$ cat src/rtl/rgmii_rx_speed_adapter_pkg.sv
`default_nettype none
// ============================================================================
// Module      : rgmii_rx_speed_adapter_pkg
// Description : Shared speed encodings, receive FSM states, preamble/SFD
//               nibbles and in-band status bit positions for the RGMII
//               receive back end.
// Revision    : 1.0 - initial release
// ============================================================================
package rgmii_rx_speed_adapter_pkg;

  localparam logic [1:0] SPD_10   = 2'b00;
  localparam logic [1:0] SPD_100  = 2'b01;
  localparam logic [1:0] SPD_1000 = 2'b10;

  localparam logic [3:0] PREAMBLE_NIB = 4'h5;
  localparam logic [3:0] SFD_NIB      = 4'hD;

  // In-band status fields carried on rxd_rise during inter-frame gaps
  localparam int ST_LINK_BIT = 0;
  localparam int ST_SPD_LSB  = 1;
  localparam int ST_SPD_MSB  = 2;
  localparam int ST_DPX_BIT  = 3;

  typedef enum logic [2:0] {
    ST_IDLE     = 3'd0,
    ST_PREAMBLE = 3'd1,
    ST_LO       = 3'd2,
    ST_HI       = 3'd3,
    ST_DRAIN    = 3'd4
  } rx_state_t;

endpackage
`default_nettype wire

$ cat src/rtl/rgmii_rx_speed_adapter_inband_status.sv
`default_nettype none
// ============================================================================
// Module      : rgmii_inband_status
// Description : Decodes RGMII in-band link status from idle-gap samples and
//               updates the status outputs once a value has been seen on
//               STATUS_STABLE consecutive idle cycles. Used only when
//               RGMII_INBAND_STATUS_EN is defined.
// Revision    : 1.0 - initial release
// ============================================================================
module rgmii_inband_status
  import rgmii_rx_speed_adapter_pkg::*;
#(
  parameter int STATUS_STABLE = 4
) (
  input  logic       clk,
  input  logic       rst,
  input  logic       i_valid,
  input  logic [3:0] i_rxd,
  output logic       o_link_up,
  output logic [1:0] o_link_speed,
  output logic       o_link_duplex
);

  localparam int SC_W = $clog2(STATUS_STABLE + 1);
  localparam logic [SC_W-1:0] C_STABLE = SC_W'(STATUS_STABLE);

  logic [3:0]      r_cand;
  logic [SC_W-1:0] r_stab;
  logic [SC_W-1:0] w_stab_nxt;

  // Run length of the current candidate; any frame activity clears it
  always_comb begin
    w_stab_nxt = '0;
    if (i_valid) begin
      if (i_rxd != r_cand)
        w_stab_nxt = SC_W'(1);
      else if (r_stab != C_STABLE)
        w_stab_nxt = r_stab + SC_W'(1);
      else
        w_stab_nxt = r_stab;
    end
  end

  // Track the candidate and commit it once it has been stable long enough
  always_ff @(posedge clk) begin
    if (rst) begin
      r_cand        <= 4'h0;
      r_stab        <= '0;
      o_link_up     <= 1'b0;
      o_link_speed  <= 2'b00;
      o_link_duplex <= 1'b0;
    end else begin
      r_stab <= w_stab_nxt;
      if (i_valid)
        r_cand <= i_rxd;
      if (i_valid && (w_stab_nxt == C_STABLE)) begin
        o_link_up     <= i_rxd[ST_LINK_BIT];
        o_link_speed  <= i_rxd[ST_SPD_MSB:ST_SPD_LSB];
        o_link_duplex <= i_rxd[ST_DPX_BIT];
      end
    end
  end

endmodule
`default_nettype wire

$ cat src/rtl/rgmii_rx_speed_adapter.sv
`default_nettype none
// ============================================================================
// Module      : rgmii_rx_speed_adapter
// Description : RGMII receive DDR samples to GMII byte stream with byte
//               strobe at 1000/100/10 Mb/s, SFD alignment in nibble mode,
//               max-length truncation and saturating frame/error counters.
//               Optional in-band status decode: RGMII_INBAND_STATUS_EN.
// Revision    : 1.0 - initial release
// ============================================================================
module rgmii_rx_speed_adapter
  import rgmii_rx_speed_adapter_pkg::*;
#(
  parameter int MAX_FRAME_LEN = 1522,
  parameter int CNT_W         = 16,
  parameter int STATUS_STABLE = 4
) (
  input  logic             clk,
  input  logic             rst,
  input  logic [1:0]       i_speed,
  input  logic [3:0]       i_rxd_rise,
  input  logic [3:0]       i_rxd_fall,
  input  logic             i_ctl_rise,
  input  logic             i_ctl_fall,
  output logic [7:0]       o_gmii_rxd,
  output logic             o_gmii_rx_ce,
  output logic             o_gmii_rx_dv,
  output logic             o_gmii_rx_er,
  output logic [CNT_W-1:0] o_frame_cnt,
  output logic [CNT_W-1:0] o_err_cnt,
  output logic             o_link_up,
  output logic [1:0]       o_link_speed,
  output logic             o_link_duplex
);

  localparam int BC_W = $clog2(MAX_FRAME_LEN + 2);
  localparam logic [BC_W-1:0] C_LIM  = BC_W'(MAX_FRAME_LEN);
  localparam logic [BC_W-1:0] C_OVER = BC_W'(MAX_FRAME_LEN + 1);

  rx_state_t       r_state;
  logic [1:0]      r_speed;
  logic [3:0]      r_lo_nib;
  logic            r_lo_er;
  logic            r_bad_pre;
  logic            r_frm_err;
  logic            r_gig_frame;
  logic [BC_W-1:0] r_byte_cnt;

  logic w_gig, w_er_s, w_at_lim, w_over, w_end, w_end_err;

  assign w_gig    = (r_speed == SPD_1000) || (r_speed == 2'b11);
  assign w_er_s   = i_ctl_rise ^ i_ctl_fall;
  assign w_at_lim = (r_byte_cnt == C_LIM);
  assign w_over   = (r_byte_cnt == C_OVER);

  // A frame ends when RX_DV drops during gigabit data or nibble data phases;
  // an odd trailing nibble always marks the frame as errored
  assign w_end     = !i_ctl_rise &&
                     (((r_state == ST_IDLE) && w_gig && r_gig_frame) ||
                      (r_state == ST_LO) || (r_state == ST_HI));
  assign w_end_err = r_frm_err || (r_state == ST_HI);

  // Receive datapath: gigabit byte path in IDLE, nibble assembly FSM otherwise
  always_ff @(posedge clk) begin
    if (rst) begin
      r_state      <= ST_IDLE;
      r_speed      <= SPD_1000;
      r_lo_nib     <= 4'h0;
      r_lo_er      <= 1'b0;
      r_bad_pre    <= 1'b0;
      r_frm_err    <= 1'b0;
      r_gig_frame  <= 1'b0;
      r_byte_cnt   <= '0;
      o_gmii_rxd   <= 8'h00;
      o_gmii_rx_ce <= 1'b0;
      o_gmii_rx_dv <= 1'b0;
      o_gmii_rx_er <= 1'b0;
    end else begin
      o_gmii_rx_ce <= 1'b0;
      case (r_state)
        ST_IDLE: begin
          // Speed only changes between frames
          if (!i_ctl_rise)
            r_speed <= i_speed;
          if (w_gig) begin
            o_gmii_rxd   <= {i_rxd_fall, i_rxd_rise};
            o_gmii_rx_dv <= i_ctl_rise;
            if (i_ctl_rise) begin
              r_gig_frame <= 1'b1;
              if (!w_over) begin
                o_gmii_rx_ce <= 1'b1;
                o_gmii_rx_er <= w_er_s | w_at_lim;
                r_byte_cnt   <= r_byte_cnt + BC_W'(1);
                r_frm_err    <= r_frm_err | w_er_s | w_at_lim;
              end
            end else begin
              o_gmii_rx_ce <= 1'b1;
              o_gmii_rx_er <= w_er_s;
              r_gig_frame  <= 1'b0;
              r_byte_cnt   <= '0;
              r_frm_err    <= 1'b0;
            end
          end else begin
            o_gmii_rx_dv <= 1'b0;
            o_gmii_rx_er <= 1'b0;
            if (i_ctl_rise) begin
              r_state    <= ST_PREAMBLE;
              r_bad_pre  <= 1'b0;
              r_byte_cnt <= '0;
              r_frm_err  <= 1'b0;
            end
          end
        end
        ST_PREAMBLE: begin
          if (!i_ctl_rise) begin
            r_state <= ST_IDLE;
          end else if (i_rxd_rise == SFD_NIB) begin
            r_state <= ST_LO;
          end else if (i_rxd_rise != PREAMBLE_NIB) begin
            // Corrupt preamble: realign here and flag the first byte
            r_state   <= ST_LO;
            r_bad_pre <= 1'b1;
            r_frm_err <= 1'b1;
          end
        end
        ST_LO: begin
          if (!i_ctl_rise) begin
            r_state      <= ST_DRAIN;
            o_gmii_rx_dv <= 1'b0;
          end else begin
            r_lo_nib  <= i_rxd_rise;
            r_lo_er   <= w_er_s | r_bad_pre;
            r_bad_pre <= 1'b0;
            r_state   <= ST_HI;
          end
        end
        ST_HI: begin
          o_gmii_rx_dv <= 1'b1;
          o_gmii_rx_ce <= !w_over;
          if (!i_ctl_rise) begin
            // Odd nibble count: flush the orphan low nibble as an error byte
            o_gmii_rxd   <= {4'h0, r_lo_nib};
            o_gmii_rx_er <= 1'b1;
            r_state      <= ST_DRAIN;
          end else begin
            o_gmii_rxd   <= {i_rxd_rise, r_lo_nib};
            o_gmii_rx_er <= r_lo_er | w_er_s | w_at_lim;
            r_state      <= ST_LO;
            if (!w_over) begin
              r_byte_cnt <= r_byte_cnt + BC_W'(1);
              r_frm_err  <= r_frm_err | r_lo_er | w_er_s | w_at_lim;
            end
          end
        end
        ST_DRAIN: begin
          o_gmii_rx_dv <= 1'b0;
          o_gmii_rx_er <= 1'b0;
          r_frm_err    <= 1'b0;
          r_state      <= ST_IDLE;
        end
        default: begin
          r_state <= ST_IDLE;
        end
      endcase
    end
  end

  // Saturating frame and errored-frame counters, updated at frame end
  always_ff @(posedge clk) begin
    if (rst) begin
      o_frame_cnt <= '0;
      o_err_cnt   <= '0;
    end else if (w_end) begin
      if (o_frame_cnt != '1)
        o_frame_cnt <= o_frame_cnt + CNT_W'(1);
      if (w_end_err && (o_err_cnt != '1))
        o_err_cnt <= o_err_cnt + CNT_W'(1);
    end
  end

`ifdef RGMII_INBAND_STATUS_EN
  logic w_status_valid;
  assign w_status_valid = !i_ctl_rise && !i_ctl_fall;

  rgmii_inband_status #(
    .STATUS_STABLE (STATUS_STABLE)
  ) u_inband_status (
    .clk           (clk),
    .rst           (rst),
    .i_valid       (w_status_valid),
    .i_rxd         (i_rxd_rise),
    .o_link_up     (o_link_up),
    .o_link_speed  (o_link_speed),
    .o_link_duplex (o_link_duplex)
  );
`else
  assign o_link_up     = 1'b1;
  assign o_link_speed  = i_speed;
  assign o_link_duplex = 1'b1;

  logic w_unused_stable;
  assign w_unused_stable = (STATUS_STABLE != 0);
`endif

endmodule
`default_nettype wire
$ cat config.mk
export PLATFORM = sky130hd
export DESIGN_NAME = rgmii_rx_speed_adapter
export DESIGN_NICKNAME = d
export VERILOG_FILES = /design/src/rtl/rgmii_rx_speed_adapter_pkg.sv /design/src/rtl/rgmii_rx_speed_adapter_inband_status.sv /design/src/rtl/rgmii_rx_speed_adapter.sv
export SDC_FILE = /design/constraint.sdc
export NUM_CORES = 1
export LEC_CHECK = 0
export ABC_AREA = 0
export CORE_MARGIN = 2
export CORE_UTILIZATION = 50
export DETAILED_ROUTE_END_ITERATION = 10
export PLACE_DENSITY = 0.8
export REMOVE_ABC_BUFFERS = 1
export SYNTH_ARGS = -nofsm -noshare
export SYNTH_HDL_FRONTEND = slang
export SYNTH_SLANG_ARGS = --single-unit
$ cat constraint.sdc
create_clock -name clk -period 2.5 [get_ports clk]
set_clock_uncertainty 0.1 [all_clocks]
set_input_delay 0.5 -clock clk [delete_from_list [all_inputs] [get_ports clk]]
set_output_delay 0.5 -clock clk [all_outputs]
set_load 0.01 [all_outputs]
==> results_dict.tcl <==
# flow metrics
set metrics [dict create \
    grt_max_degree 52 \
    drv_cap 0 \
    avgSynthCellArea_um2 8.56 \
    postPlaceCellArea_um2 4110 \
    sw_frac_of_total 0.233 \
    total_power_mw 2.37 \
    async_reset_ff_frac 0 \
    pwr-share-seq 0.467 \
    ir_drop_mv 0.347 \
    grt_use_met3 0.0540 \
    setup_viol 0 \
    crit_arrival_ns 2.29 \
    ys.flop_type "dfxtp_1" \
    cts_setup_buffers 0 \
    finalSetupTns_ns 0 \
    fin_nets 481 \
    netlist_instances 406 \
    synthAdderAreaFrac 0.0144 \
    dr.pass1.iters 4 \
    grt_pass1_vias 2866 \
    crit_path_end "r_byte_cnt[9]$_SDFFE_PP0P_" \
    grt_antenna_before_repair 0 \
    ys_types 61 \
    cp-startpoint "r_state[0]$_SDFFE_PP0P_" \
    ctsHoldBuffers 0 \
    place_congestion 0.946 \
    ys_top_logic_family "simple AND/OR/NAND/NOR gates" \
    edf_count 0 \
    antenna_cells 0 \
    clockBufferDepth 2 \
    worst_slew_pin_slew_ns 0.607 \
    warning_count 26 \
    yosys_area_um2 3470 \
    die_w_um 87.4 \
    cp-start-kind "flop" \
    holdCritPathClass "flop to flop" \
    p_switching_mw 0.553 \
    status "finished clean" \
    crit_required_ns 2.63 \
    root_buffer "clkbuf_8" \
    ys.flops 66 \
    pre_cts_ws_ns 0.0365 \
    syn_area_um2 3470 \
    power_density_nw_per_um2 547 \
    drive_gt1_frac 0.105 \
    slew_headroom 0.592 \
    cpPeakStageDelay_ns 0.67 \
    fin_crit_ns 2.16 \
    ys_sh_xor 0.0958 \
    maxSlewViolCount 0 \
    mux_area_frac 0.0230 \
    fp.dieH_um 87.4 \
    worstPathCellList "nand2b_1 > a32oi_1 > buf_4 > nor4_1 > xnor2_1 > nor2_1" \
    final_cell_mix "66 x dfxtp_1, 57 x nor2_1, 55 x clkdlybuf4s50_1" \
    maxClockFrequency_mhz 462 \
    internal-power_mw 1.82 \
    whs_path_depth 2 \
    critPathCaptureType "flop" \
    combPwrFrac 0.109 \
    detailed_place_hpwl_mm 5.50 \
    worstHoldStart "r_gig_frame$_SDFFE_PP0N_" \
    ant_nets 0 \
    dr.first_iter.drc_count 185 \
    r2r_cells 6 \
    power_leader "sequential cells" \
    rsz0062_at_grt "false" \
    crit_family "simple AND/OR/NAND/NOR gates" \
    critPathBufInv 1 \
    grt_util_met2 0.341 \
    drt_wl_total_mm 8.03 \
    grt_overflow_total 0 \
    yosys_warnings 0 \
    clock_sinks 66 \
    clkTransAtPathRegs_ns 0.07 \
    crit_fanout 15 \
    grt_first_pass_wirelength_mm 13.3 \
    ys_cells 406 \
    cts_tree "done" \
    wl_per_cell_um 14.7 \
    power.leakage_nw 1.44 \
    pg_comb_mw 0.259 \
    chipArea_um2 7630 \
    worst_hold_slack_ns 0.366 \
]
## final cells by class
class	count	area, um^2
Multi-Input combinational cell	302	1960
Clock inverter	2	60.1
Fill cell	574	2420
Timing Repair Buffer	72	688
Clock buffer	13	159
Sequential cell	66	1320
Inverter	12	45.0
Tap cell	80	100
## cell usage after synthesis, types with 4 or more instances
cell type  number  area (um^2)
nor3b_1         5         37.5
a311oi_1        5         43.8
nand3_1        17         85.1
mux2i_1         8         80.1
a21oi_1        17         85.1
nor4_2          6         75.1
inv_1          12         45.0
buf_2          11         55.1
nor4_1         12         75.1
nand2_1        26         97.6
nand4_1        11         68.8
clkbuf_1        7         26.3
o21ai_0         6         30.0
nand2b_1        6         37.5
ha_1            4         50.1
a211oi_1        6         45.0
nor2_1         57          214
xnor2_1        37          324
dfxtp_1        66         1320
buf_4           6         45.0
nor3_1         19         95.1
## state kept, by name (all words and copies together) (netlist names)
name	cells
r_state	3
o_frame_cnt	16
o_gmii_rxd	8
r_lo_nib	4
o_err_cnt	16
r_gig_frame	1
r_byte_cnt	11
r_bad_pre	1
r_speed	1
r_lo_er	1
r_frm_err	1
o_gmii_rx_er	1
o_gmii_rx_dv	1
o_gmii_rx_ce	1
## how the worst min path moves through the flow
| stage | slack (ns) | endpoint |
|---|---|---|
| after global placement | 0.35 | r_gig_frame$_SDFFE_PP0N_ |
| after detailed placement | 0.36 | r_gig_frame$_SDFFE_PP0N_ |
| after floorplan | 0.33 | r_gig_frame$_SDFFE_PP0N_ |
| after CTS | 0.36 | r_bad_pre$_SDFFE_PP0P_ |
| final | 0.37 | r_gig_frame$_SDFFE_PP0N_ |
| after global routing | 0.38 | r_frm_err$_SDFFE_PP0P_ |
## metal layers
layer	routed length, um	up-vias
li1	-	1559
met1	3770	1508
met2	3860	68
met3	318	6
met4	79	0
met5	0	-
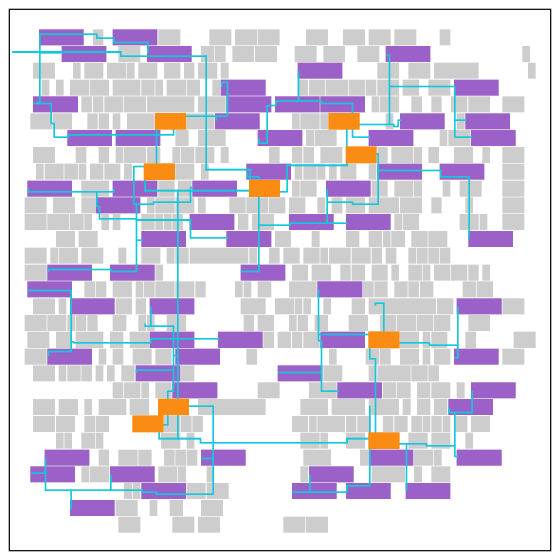
Fig. 1. Routed clock nets over the placement.
[cyan] clock wires | length: 841 um
[orange] cells driving clock nets | count: 9
[purple] flip-flops | count: 66
flops lie: all over the die
clock share of power: 0.424
Clock group: 1.00 mW
Clock Latency Late Sink: 0.34 ns

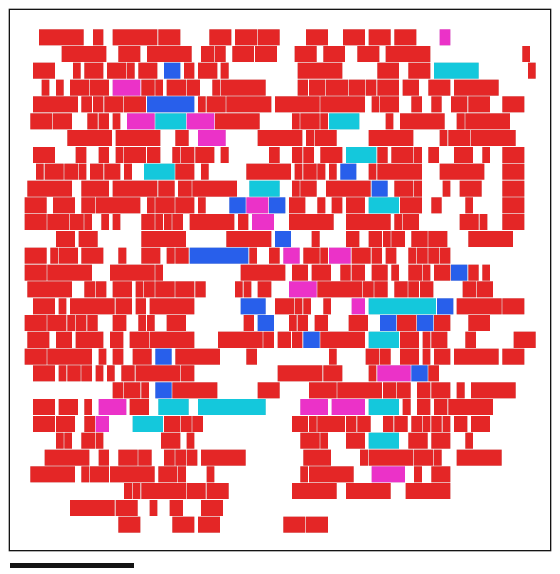
Fig. 2. Drive-strength map.
Bar = 20 um.
| color | size | cells |
|---|---|---|
| magenta | drive 2 | 17 |
| blue | drive 3 to 4 | 18 |
| red | drive 1 or less | 418 |
| cyan | drive 6 and up | 14 |
Final WS setup: 0.337 ns
area grow syn2layout: 24.7%

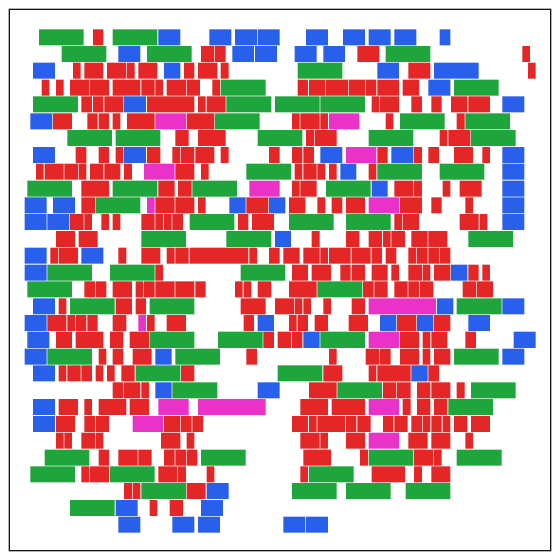
Fig. 3. Placed cells, one color a class.
| color | class | cells | share of their area |
|---|---|---|---|
| green | flops | 66 | 31% |
| magenta | clock drivers and dummy loads | 15 | 5.2% |
| red | all other logic | 314 | 47% |
| blue | other buffers and delay cells | 72 | 16% |
Rows: 30
final core occ: 0.641
sequential cell area share: 0.305

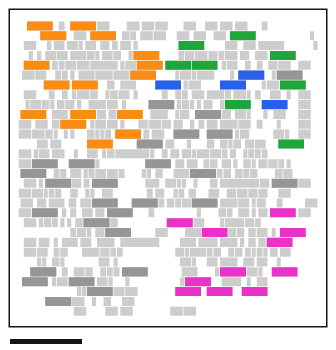
Fig. 4. Register map, names as in the netlist.
Bar = 20 um. Other sequential cells in the stronger gray, the rest of the logic in the fainter gray.
| color | name in the netlist | flops |
|---|---|---|
| magenta | r_byte_cnt | 11 |
| green | o_gmii_rxd | 8 |
| orange | o_err_cnt | 16 |
| blue | r_lo_nib | 4 |
Seq. cell area: 1320 um^2
Seq power: 1.11 mW

No activity file was given, so power comes from the tool's default toggle rates.
